### src/rtl/xor_stream_pkg.sv
// Shared types and helpers for the XOR stream checksum block.
// Optional expected-checksum compare is enabled by defining XOR_STREAM_CHECK_EN.
package xor_stream_pkg;

  // IDLE: no beat of the current frame accepted yet.
  // ACTIVE: at least one beat accepted, closing beat still outstanding.
  typedef enum logic {
    IDLE   = 1'b0,
    ACTIVE = 1'b1
  } xs_state_t;

  // Width needed to hold a frame length of 0..max_len without wrapping.
  function automatic int calc_len_w(input int max_len);
    return $clog2(max_len + 1);
  endfunction

endpackage

### src/rtl/xor_stream_checksum_if.sv
// Stream-in / result-out bundle for xor_stream_checksum.
// Optional in_expect/out_match exist only when XOR_STREAM_CHECK_EN is defined.
//
// Handshake: a transfer happens on a rising clk edge where valid && ready.
// The producer holds data stable while valid is high and ready is low; the
// consumer may toggle ready freely. in_ready is derived combinationally from
// the output slot (free, or draining this cycle).
interface xor_stream_checksum_if #(
  parameter int WIDTH = 8,
  parameter int LEN_W = 9
);

  logic             in_valid;
  logic             in_ready;
  logic [WIDTH-1:0] in_data;
  logic             in_last;
  logic             out_valid;
  logic             out_ready;
  logic [WIDTH-1:0] out_xsum;
  logic [LEN_W-1:0] out_len;
  logic             out_parity;
  logic             out_ovf;
`ifdef XOR_STREAM_CHECK_EN
  logic [WIDTH-1:0] in_expect;
  logic             out_match;
`endif

  // Checksum block side.
  modport slave (
`ifdef XOR_STREAM_CHECK_EN
    input  in_expect,
    output out_match,
`endif
    input  in_valid,
    input  in_data,
    input  in_last,
    input  out_ready,
    output in_ready,
    output out_valid,
    output out_xsum,
    output out_len,
    output out_parity,
    output out_ovf
  );

  // Word source / result consumer side.
  modport master (
`ifdef XOR_STREAM_CHECK_EN
    output in_expect,
    input  out_match,
`endif
    output in_valid,
    output in_data,
    output in_last,
    output out_ready,
    input  in_ready,
    input  out_valid,
    input  out_xsum,
    input  out_len,
    input  out_parity,
    input  out_ovf
  );

endinterface

### src/rtl/xor_reduce.sv
// Combinational reduction XOR: 1 when an odd number of input bits are set.
module xor_reduce #(
  parameter int WIDTH = 8
) (
  input  logic [WIDTH-1:0] data,
  output logic             parity
);

  assign parity = ^data;

endmodule

### src/rtl/xor_stream_checksum.sv
// Framed XOR checksum generator: accumulates WIDTH-bit words until in_last or
// MAX_LEN beats, then presents checksum, length, parity and overflow flag.
// Define XOR_STREAM_CHECK_EN to add in_expect / out_match comparison.
module xor_stream_checksum
  import xor_stream_pkg::*;
#(
  parameter int WIDTH   = 8,
  parameter int MAX_LEN = 256
) (
  input  logic                  clk,
  input  logic                  rst,
  xor_stream_checksum_if.slave  bus,
  output xs_state_t             dbg_state
);

  localparam int LEN_W = calc_len_w(MAX_LEN);

  xs_state_t        state_q;
  xs_state_t        state_d;
  logic [WIDTH-1:0] acc_q;
  logic [LEN_W-1:0] count_q;

  logic             out_valid_q;
  logic [WIDTH-1:0] xsum_q;
  logic [LEN_W-1:0] len_q;
  logic             parity_q;
  logic             ovf_q;

  logic             accept;
  logic             at_max;
  logic             closing;
  logic [LEN_W-1:0] count_inc;
  logic [WIDTH-1:0] acc_next;
  logic             parity_next;

  // The slot frees in the same cycle it drains, so a full pipeline never stalls.
  assign bus.in_ready = !out_valid_q || bus.out_ready;

  assign accept    = bus.in_valid && bus.in_ready;
  // count stays below MAX_LEN between beats, so count+1 fits in LEN_W bits.
  assign count_inc = count_q + LEN_W'(1);
  assign at_max    = (count_inc == LEN_W'(MAX_LEN));
  assign closing   = accept && (bus.in_last || at_max);
  assign acc_next  = acc_q ^ bus.in_data;

  xor_reduce #(.WIDTH(WIDTH)) u_parity (
    .data   (acc_next),
    .parity (parity_next)
  );

  // Next-state: any non-closing beat lands in ACTIVE, a closing beat returns to IDLE.
  always_comb begin
    state_d = state_q;
    if (accept) begin
      state_d = closing ? IDLE : ACTIVE;
    end
  end

  // FSM state register.
  always_ff @(posedge clk) begin
    if (rst) begin
      state_q <= IDLE;
    end else begin
      state_q <= state_d;
    end
  end

  // Running accumulator and beat count; cleared on close so partial frames never leak.
  always_ff @(posedge clk) begin
    if (rst) begin
      acc_q   <= '0;
      count_q <= '0;
    end else if (closing) begin
      acc_q   <= '0;
      count_q <= '0;
    end else if (accept) begin
      acc_q   <= acc_next;
      count_q <= count_inc;
    end
  end

  // Result slot: loads on close (even while draining), clears valid on a bare drain.
  always_ff @(posedge clk) begin
    if (rst) begin
      out_valid_q <= 1'b0;
      xsum_q      <= '0;
      len_q       <= '0;
      parity_q    <= 1'b0;
      ovf_q       <= 1'b0;
    end else if (closing) begin
      out_valid_q <= 1'b1;
      xsum_q      <= acc_next;
      len_q       <= count_inc;
      parity_q    <= parity_next;
      ovf_q       <= at_max && !bus.in_last;
    end else if (out_valid_q && bus.out_ready) begin
      out_valid_q <= 1'b0;
    end
  end

`ifdef XOR_STREAM_CHECK_EN
  logic match_q;

  // Compare against the expectation presented with the closing beat.
  always_ff @(posedge clk) begin
    if (rst) begin
      match_q <= 1'b0;
    end else if (closing) begin
      match_q <= (acc_next == bus.in_expect);
    end
  end

  assign bus.out_match = match_q;
`endif

  assign bus.out_valid  = out_valid_q;
  assign bus.out_xsum   = xsum_q;
  assign bus.out_len    = len_q;
  assign bus.out_parity = parity_q;
  assign bus.out_ovf    = ovf_q;
  assign dbg_state      = state_q;

endmodule
### src/flat_wrapper.sv
// flat-port wrapper written by rule: the top's interface ports become plain ports
module xor_stream_checksum_flat import xor_stream_pkg::*;
#(
  parameter int WIDTH   = 8,
  parameter int MAX_LEN = 256
)
  (clk, rst, dbg_state, bus_in_valid, bus_in_data, bus_in_last, bus_out_ready, bus_in_ready, bus_out_valid, bus_out_xsum, bus_out_len, bus_out_parity, bus_out_ovf);
  xor_stream_checksum_if #(.WIDTH(WIDTH)) bus_i ();
  input  logic clk;
  input  logic rst;
  output xs_state_t dbg_state;
  input wire logic [$bits(bus_i.in_valid)-1:0] bus_in_valid;
  input wire logic [$bits(bus_i.in_data)-1:0] bus_in_data;
  input wire logic [$bits(bus_i.in_last)-1:0] bus_in_last;
  input wire logic [$bits(bus_i.out_ready)-1:0] bus_out_ready;
  output wire logic [$bits(bus_i.in_ready)-1:0] bus_in_ready;
  output wire logic [$bits(bus_i.out_valid)-1:0] bus_out_valid;
  output wire logic [$bits(bus_i.out_xsum)-1:0] bus_out_xsum;
  output wire logic [$bits(bus_i.out_len)-1:0] bus_out_len;
  output wire logic [$bits(bus_i.out_parity)-1:0] bus_out_parity;
  output wire logic [$bits(bus_i.out_ovf)-1:0] bus_out_ovf;
  assign bus_i.in_valid = bus_in_valid;
  assign bus_i.in_data = bus_in_data;
  assign bus_i.in_last = bus_in_last;
  assign bus_i.out_ready = bus_out_ready;
  assign bus_in_ready = bus_i.in_ready;
  assign bus_out_valid = bus_i.out_valid;
  assign bus_out_xsum = bus_i.out_xsum;
  assign bus_out_len = bus_i.out_len;
  assign bus_out_parity = bus_i.out_parity;
  assign bus_out_ovf = bus_i.out_ovf;
  xor_stream_checksum #(.WIDTH(WIDTH), .MAX_LEN(MAX_LEN)) u_core (.clk(clk), .rst(rst), .bus(bus_i), .dbg_state(dbg_state));
endmodule
### config.mk
export PLATFORM = sky130hd
export DESIGN_NAME = xor_stream_checksum_flat
export DESIGN_NICKNAME = d
export VERILOG_FILES = /design/src/rtl/xor_stream_pkg.sv /design/src/rtl/xor_stream_checksum_if.sv /design/src/rtl/xor_reduce.sv /design/src/rtl/xor_stream_checksum.sv /design/src/flat_wrapper.sv
export SDC_FILE = /design/constraint.sdc
export NUM_CORES = 1
export LEC_CHECK = 0
export ABC_AREA = 1
export CORE_MARGIN = 2
export CORE_UTILIZATION = 40
export CTS_CLUSTER_DIAMETER = 50
export DETAILED_ROUTE_END_ITERATION = 12
export GPL_ROUTABILITY_DRIVEN = 0
export PLACE_DENSITY = 0.63
export SLEW_MARGIN = 40
export SYNTH_ARGS = -nofsm -noshare
export SYNTH_HDL_FRONTEND = slang
export SYNTH_SLANG_ARGS = --single-unit
### constraint.sdc
create_clock -name clk -period 2.03 [get_ports clk]
set_clock_uncertainty 0.15 [all_clocks]
set_input_delay 0.406 -clock clk [delete_from_list [all_inputs] [get_ports clk]]
set_output_delay 0.406 -clock clk [all_outputs]
set_load 0.02 [all_outputs]
==> run_1/layers.png <==
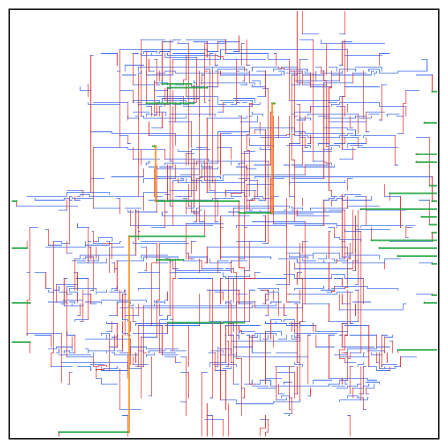
colour	layer	wire length
orange	M4	62.6 um
red	M2	1970 um
blue	M1	2350 um
green	M3	168 um
via count: 1995
GRT Total Usage: 0.172
WL/cell: 10.7 um

==> run_1/closeup.png <==
Region (17, 2) to (57, 42) um. Cells in grey, sequential cells in the stronger grey; small squares are vias.
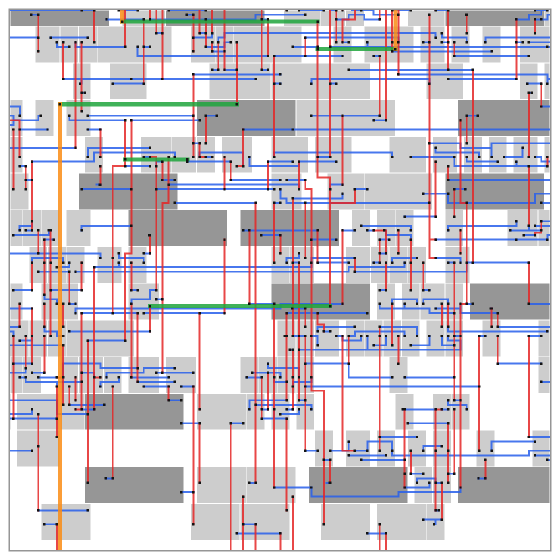
colour	layer
orange	M4
red	M2
green	M3
blue	M1
most frequent	nand2_1 (54), dfxtp_1 (12), nand3_1 (10)
sequential cells in the window	12
netlist names of flops here include	u_core.bus.out_xsum (6), u_core.acc_q (4)
cells with their middle in the window	135

==> results.sh, run 1 <==
# yosys + openroad results
export IMPL_status="finished clean"
export IMPL_syn_cell_area_um2=1980
export IMPL_dpl_cell_area_um2=2490
export IMPL_clock_cell_area_share=0.0412
export IMPL_finalWorstSetupSlack_ns=0.0995
export IMPL_warning_count=28
export IMPL_die_h_um=74.4
export IMPL_drive_above_1_share=0.112
export IMPL_clock_buffers=5
export IMPL_hold_ws_ns=0.303
export IMPL_drv_cap=0
export IMPL_topCellsByArea="dfxtp_1, nand2_1, nor2_1"
export IMPL_regToRegEndpoint="u_core.bus.out_parity$_SDFFE_PP0P_"
export IMPL_seq_share=0.288
export IMPL_diodes=0
export IMPL_met3WireLength_um=168
export IMPL_nonClkBufAreaFrac=0.187
export IMPL_path_delay_family="simple AND/OR/NAND/NOR gates"
export IMPL_fin_cells=423
export IMPL_grt_pass1_wl_um=7400
export IMPL_coreArea_um2=4750
export IMPL_fmax_mhz=518
export IMPL_crit_top_cell="nand2_2"
export IMPL_final_area_um2=2640
export IMPL_cts_root_buffer="clkbuf_8"
export IMPL_die_area_um2=5530
export IMPL_finalSetupTns_ns=0
export IMPL_finalCritPeriodShare=0.951
export IMPL_ys_flops=38
export IMPL_num_rows=25
export IMPL_worst_r2r_setup_slack_ns=0.1
export IMPL_floorplan_core_util=0.417
export IMPL_powerDensity_nw_per_um2=654
export IMPL_r2r_start="u_core.count_q[1]$_SDFFE_PP0P_"
export IMPL_path_buffers=1
export IMPL_taps=67
export IMPL_flop_count=38
export IMPL_relSlewSlack=0.778
==> run_1/m3.png <==
Bar = 20 um.
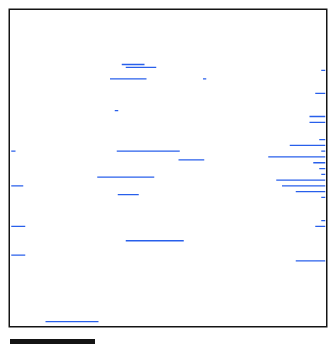
nets with wire on the layer	28
share of all routed wire	3.7%
main direction	horizontal
longest straight run	14.5 um
wire length on this layer	168 um

==> run_1/clock_wires.png <==
Bar = 20 um.
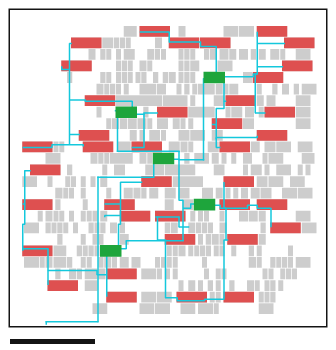
[red] flip-flops | count: 38
[green] clock-net drivers | count: 5
[cyan] clock wires | length: 534 um
routed clock nets	6
flops lie	all over the die

[run 1: registers in the layout, summed over array words and instances (netlist names)]
| signal | flops |
|---|---|
| u_core.bus.out_xsum | 8 |
| u_core.bus.out_ovf | 1 |
| u_core.acc_q | 8 |
| u_core.count_q | 9 |
| u_core.dbg_state | 1 |
| u_core.bus.out_valid | 1 |
| u_core.bus.out_len | 9 |
| u_core.bus.out_parity | 1 |
[run 1: cells by family after synthesis]
family          Yosys count  share of synthesized area
fa+ha+maj                 2                     0.0126
compound gates           22                     0.0562
simple gates            198                      0.437
buf+inv                  42                     0.0884
xor+xnor                  5                     0.0221
flops                    38                      0.384
[run 1: report_power, final]
part | switching, uW | internal [uW] | total, uW
registers | 19.0 | 773 | 792
clock network | 278 | 362 | 640
logic | 169 | 127 | 297
==> run_1/placed.png <==
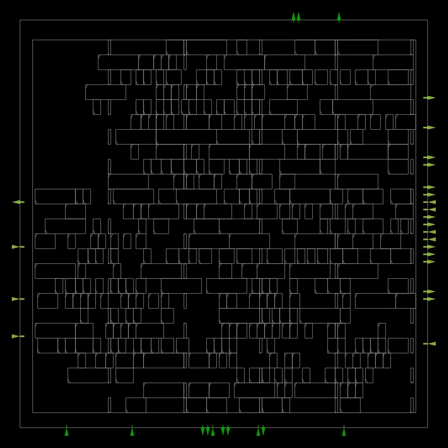

==> run 1 -> run 2 <==
- CORE_UTILIZATION: 40 -> 30
- PLACE_DENSITY: 0.63 -> 0.5
==> run_2/placed.png <==
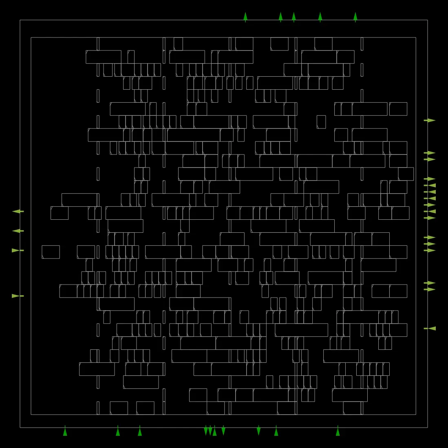
Core ar.: 6350 um2
row cnt: 29

==> run_2/m3.png <==
Bar = 20 um.
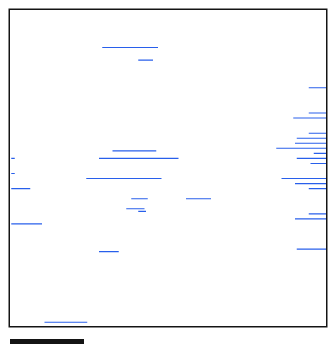
main direction	horizontal
longest straight run	21.2 um
wire length on this layer	228 um
nets with wire on the layer	29
share of all routed wire	4.8%
GR Util met3: 0.0350
final WL: 4760 um
via count: 1929

==> run_2/closeup.png <==
Region (23, 6) to (63, 46) um. Cells in grey, sequential cells in the stronger grey; small squares are vias.
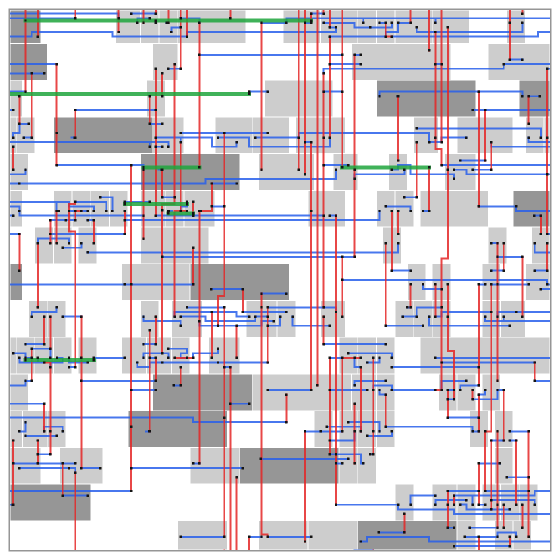
colour	layer
red	M2
green	M3
blue	M1
sequential cells in the window	9
netlist names of flops here include	u_core.bus.out_xsum (5), u_core.acc_q (3)
most frequent	nand2_1 (49)
cells with their middle in the window	120

==> run 2 against run 1 <==
Net effect:
- sequential share of layout area down 0.60 points
- register-to-register slack improved by 0.05 ns
- total power is 9.2% higher
- clock power rose by 24%
- area after synthesis stayed put
- design area rose by 2.5%
- final cell count increased by 2.6%
- die area up 31%
- worst hold slack improved by 0.0087 ns
- non-clock buffer count rose by 1
- critical path type is now in -> out
==> results.sh, run 2 <==
# yosys + openroad results
export IMPL_taps=77
export IMPL_final_hold_viol_count=0
export IMPL_finalWorstSetupSlack_ns=0.147
export IMPL_grtUsageMet1=0.200
export IMPL_p_comb_frac=0.159
export IMPL_power_switching_uw=462
export IMPL_warning_count=27
export IMPL_power_total_uw=1890
export IMPL_final_area_um2=2710
export IMPL_die_h_um=85.3
export IMPL_firstDrtPassIters=4
export IMPL_synthMuxAreaShare=0
export IMPL_grt_met2_usage=0.194
export IMPL_largest_area_cell="dfxtp_1"
export IMPL_comb_power_uw=301
export IMPL_nonClkBufAreaFrac=0.193
export IMPL_powerDensity_nw_per_um2=697
export IMPL_path_buffers=3
export IMPL_wl_per_cell_um=11.0
export IMPL_simple_gate_share=0.437
export IMPL_ys_sh_xor=0.0221
export IMPL_fin_cells=434
export IMPL_inv_count=30
export IMPL_ys_flops=38
export IMPL_synth_warnings=0
export IMPL_finish_utilization=0.427
export IMPL_largestClassByArea="logic gates"
export IMPL_p_int_uw=1430
export IMPL_numCtsBuffers=5
export IMPL_fmax_mhz=531
export IMPL_grt_max_degree=26
export IMPL_power_group_top="the clock network"
export IMPL_pwr_share_seq=0.420
export IMPL_drv_cap=0
export IMPL_pwr_share_clk=0.421
export IMPL_cts_root_buffer="clkbuf_8"
export IMPL_powerSeq_uw=792
export IMPL_drive_above_1_share=0.115
export IMPL_dpl_cell_area_um2=2530
export IMPL_flop_count=38
export IMPL_pg_clk_uw=795
export IMPL_ys_top_logic_family="simple AND/OR/NAND/NOR gates"
export IMPL_compound_area_frac=0.0562
export IMPL_relSlewSlack=0.784
export IMPL_floorplan_core_util=0.312
export IMPL_finalCritPeriodShare=0.928
export IMPL_clock_cell_area_share=0.0527
export IMPL_diodes=0
export IMPL_ios=35
export IMPL_top_cells_by_count="nand2_1, dfxtp_1, nor2_1"
export IMPL_finalSetupTns_ns=0
export IMPL_track_usage=0.136
export IMPL_netSwitchingFraction=0.245
export IMPL_hold_ws_ns=0.312
export IMPL_seq_share=0.282
export IMPL_layout_top_cell="nand2_1"
export IMPL_status="finished clean"
export IMPL_topCellsByArea="dfxtp_1, nand2_1, nor2_1"
export IMPL_clock_buffers=6
export IMPL_die_area_um2=7270
export IMPL_syn_cell_area_um2=1980
export IMPL_grt_pass1_wl_um=7880
export IMPL_path_delay_family="buffers and inverters"
-- run 2: cell counts after synthesis --
No cell type changed its count.
-- run 2: repair_timing --
action | in CTS | in global routing
setup endpoints to repair | 1 | 37
hold endpoints to repair | 0 | 0
pin swaps | 0 | 2
resized | 1 | 10
setup buffers | 0 | 0
-- run 2: worst paths after layout --
kind	from	to	slack [ns]	cells past startpoint
hold / removal	u_core.bus.out_ovf$_SDFFE_PP0P_	u_core.bus.out_ovf$_SDFFE_PP0P_	0.31	2
hold reg to reg	u_core.bus.out_ovf$_SDFFE_PP0P_	u_core.bus.out_ovf$_SDFFE_PP0P_	0.31	2
setup reg to reg	u_core.count_q[1]$_SDFFE_PP0P_	u_core.count_q[0]$_SDFFE_PP0P_	0.15	11
setup / recovery	bus_out_ready	bus_in_ready	0.15	4
==> run_2/clock_wires.png <==
Bar = 20 um.
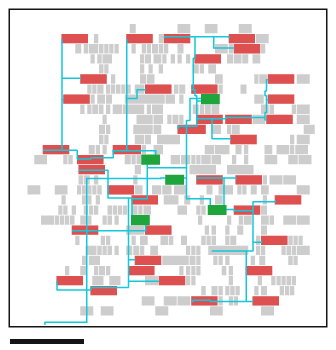

==> run 2 -> run 3 <==
- ABC_AREA: 1 -> default
==> run_3/clock_wires.png <==
Bar = 20 um.
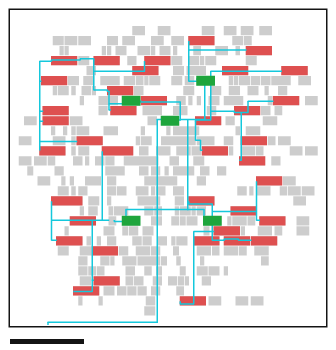
[cyan] clock wires | length: 550 um
[green] clock-net drivers | count: 5
[red] flip-flops | count: 38
routed clock nets	6
share of power burned in the clock network: 0.319
clk ins delay skew pair: 0.29 ns
clk pwr: 546 uW

==> run_3/layers.png <==
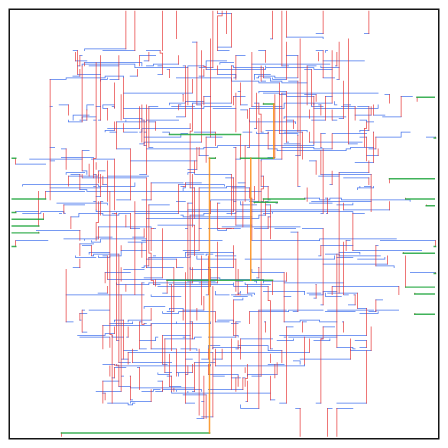
colour	layer	wire length
green	M3	154 um
orange	M4	90.4 um
blue	M1	2330 um
red	M2	1920 um
final WL: 4490 um
WL/cell: 12.1 um
via count: 1631
GRT Total Usage: 0.133

==> run 3 against run 2 <==
Net effect:
- the run now ends with setup timing left
- die area grew 1.4%
- design area grew 8.4%
- non-clock buffer count grew 31
- sequential share of layout area shrank 2.0 points
- flip-flop count is the same
- critical endpoint is now u_core.bus.out_xsum[6]$_SDFFE_PP0P_
==> results.sh, run 3 <==
# yosys + openroad results
export IMPL_finalSetupViolations=36
export IMPL_finalCritPeriodShare=1.04
export IMPL_grt_pass1_wl_um=7620
export IMPL_drive_above_1_share=0.325
export IMPL_firstDrtPassIters=6
export IMPL_violations="setup timing"
export IMPL_dpl_cell_area_um2=2730
export IMPL_coreArea_um2=6420
export IMPL_relSlewSlack=0.743
export IMPL_power_switching_uw=458
export IMPL_status="finished, violations left"
export IMPL_pwr_share_seq=0.469
export IMPL_ys_top_logic_family="simple AND/OR/NAND/NOR gates"
export IMPL_cts_resized=12
export IMPL_synth_warnings=0
export IMPL_compound_area_frac=0.0679
export IMPL_inv_count=1
export IMPL_grt_max_degree=18
export IMPL_finalSetupTns_ns=-1.46
export IMPL_whs_path_depth=2
export IMPL_ios=35
export IMPL_topCellsByArea="dfxtp_1, xnor2_1, xor2_1"
export IMPL_cp_startpoint="u_core.count_q[1]$_SDFFE_PP0P_"
export IMPL_fin_cells=372
export IMPL_netSwitchingFraction=0.268
export IMPL_hold_path_startpoint="u_core.bus.out_len[4]$_SDFFE_PP0P_"
export IMPL_diodes=0
export IMPL_grtUsageMet1=0.191
export IMPL_hold_end="u_core.bus.out_len[4]$_SDFFE_PP0P_"
export IMPL_drv_cap=0
export IMPL_r2r_start="u_core.count_q[1]$_SDFFE_PP0P_"
export IMPL_final_area_um2=2940
export IMPL_synth_adder_area_share=0.0125
export IMPL_largestClassByArea="logic gates"
export IMPL_powerDensity_nw_per_um2=582
export IMPL_p_comb_frac=0.212
export IMPL_die_area_um2=7370
export IMPL_top_cells_by_count="dfxtp_1, nor2_1, xnor2_1"
export IMPL_r2r_cells=7
export IMPL_taps=77
export IMPL_met3WireLength_um=153
export IMPL_finalWorstSetupSlack_ns=-0.0732
export IMPL_ys_sh_xor=0.166
export IMPL_die_h_um=85.8
export IMPL_seq_share=0.262
export IMPL_post_cts_buffers=4
export IMPL_syn_cell_area_um2=2010
export IMPL_fmax_mhz=475
export IMPL_met3_usage=0.0308
export IMPL_nonClkBufAreaFrac=0.254
export IMPL_num_rows=29
export IMPL_hold_ws_ns=0.320
export IMPL_crit_end="u_core.bus.out_xsum[6]$_SDFFE_PP0P_"
==> run_3/m3.png <==
Bar = 20 um.
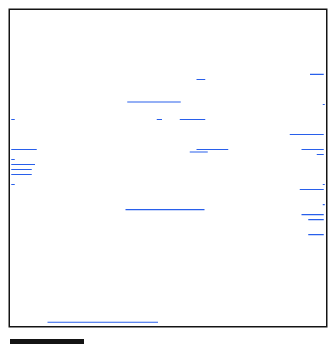
longest straight run	29.7 um
share of all routed wire	3.4%
nets with wire on the layer	22
wire length on this layer	154 um
main direction	horizontal

[run 3: netlist changes by cell type after synthesis, sizes merged, moves of 3 or more]
cell,previous run,this run
a21oi,19,5
and2b,0,6
buf,5,8
clkbuf,7,2
inv,29,1
mux2,0,15
nand2,121,21
nand3,23,3
nand4,17,2
nor2b,0,9
or3,0,4
xnor2,3,22
xor2,2,16
[run 3: critical path, stage by stage (launching register included)]
cell and delay [ns]:
dfxtp_4 0.38, ha_4 0.15, nand3_4 0.07, buf_6 0.13
or4_4 0.41, o211a_4 0.19, a2bb2oi_4 0.20, mux2_4 0.32
[run 3: power by group through the flow]
stage	registers, uW	clock network, uW	logic, uW
5_1_grt	805	595	397
4_1_cts	801	570	362
6_report	800	546	362
3_5_place_dp	820	0	344
2_1_floorplan	837	0	181
3_3_place_gp	819	0	344
Power is estimated from default activity; no workload was simulated.
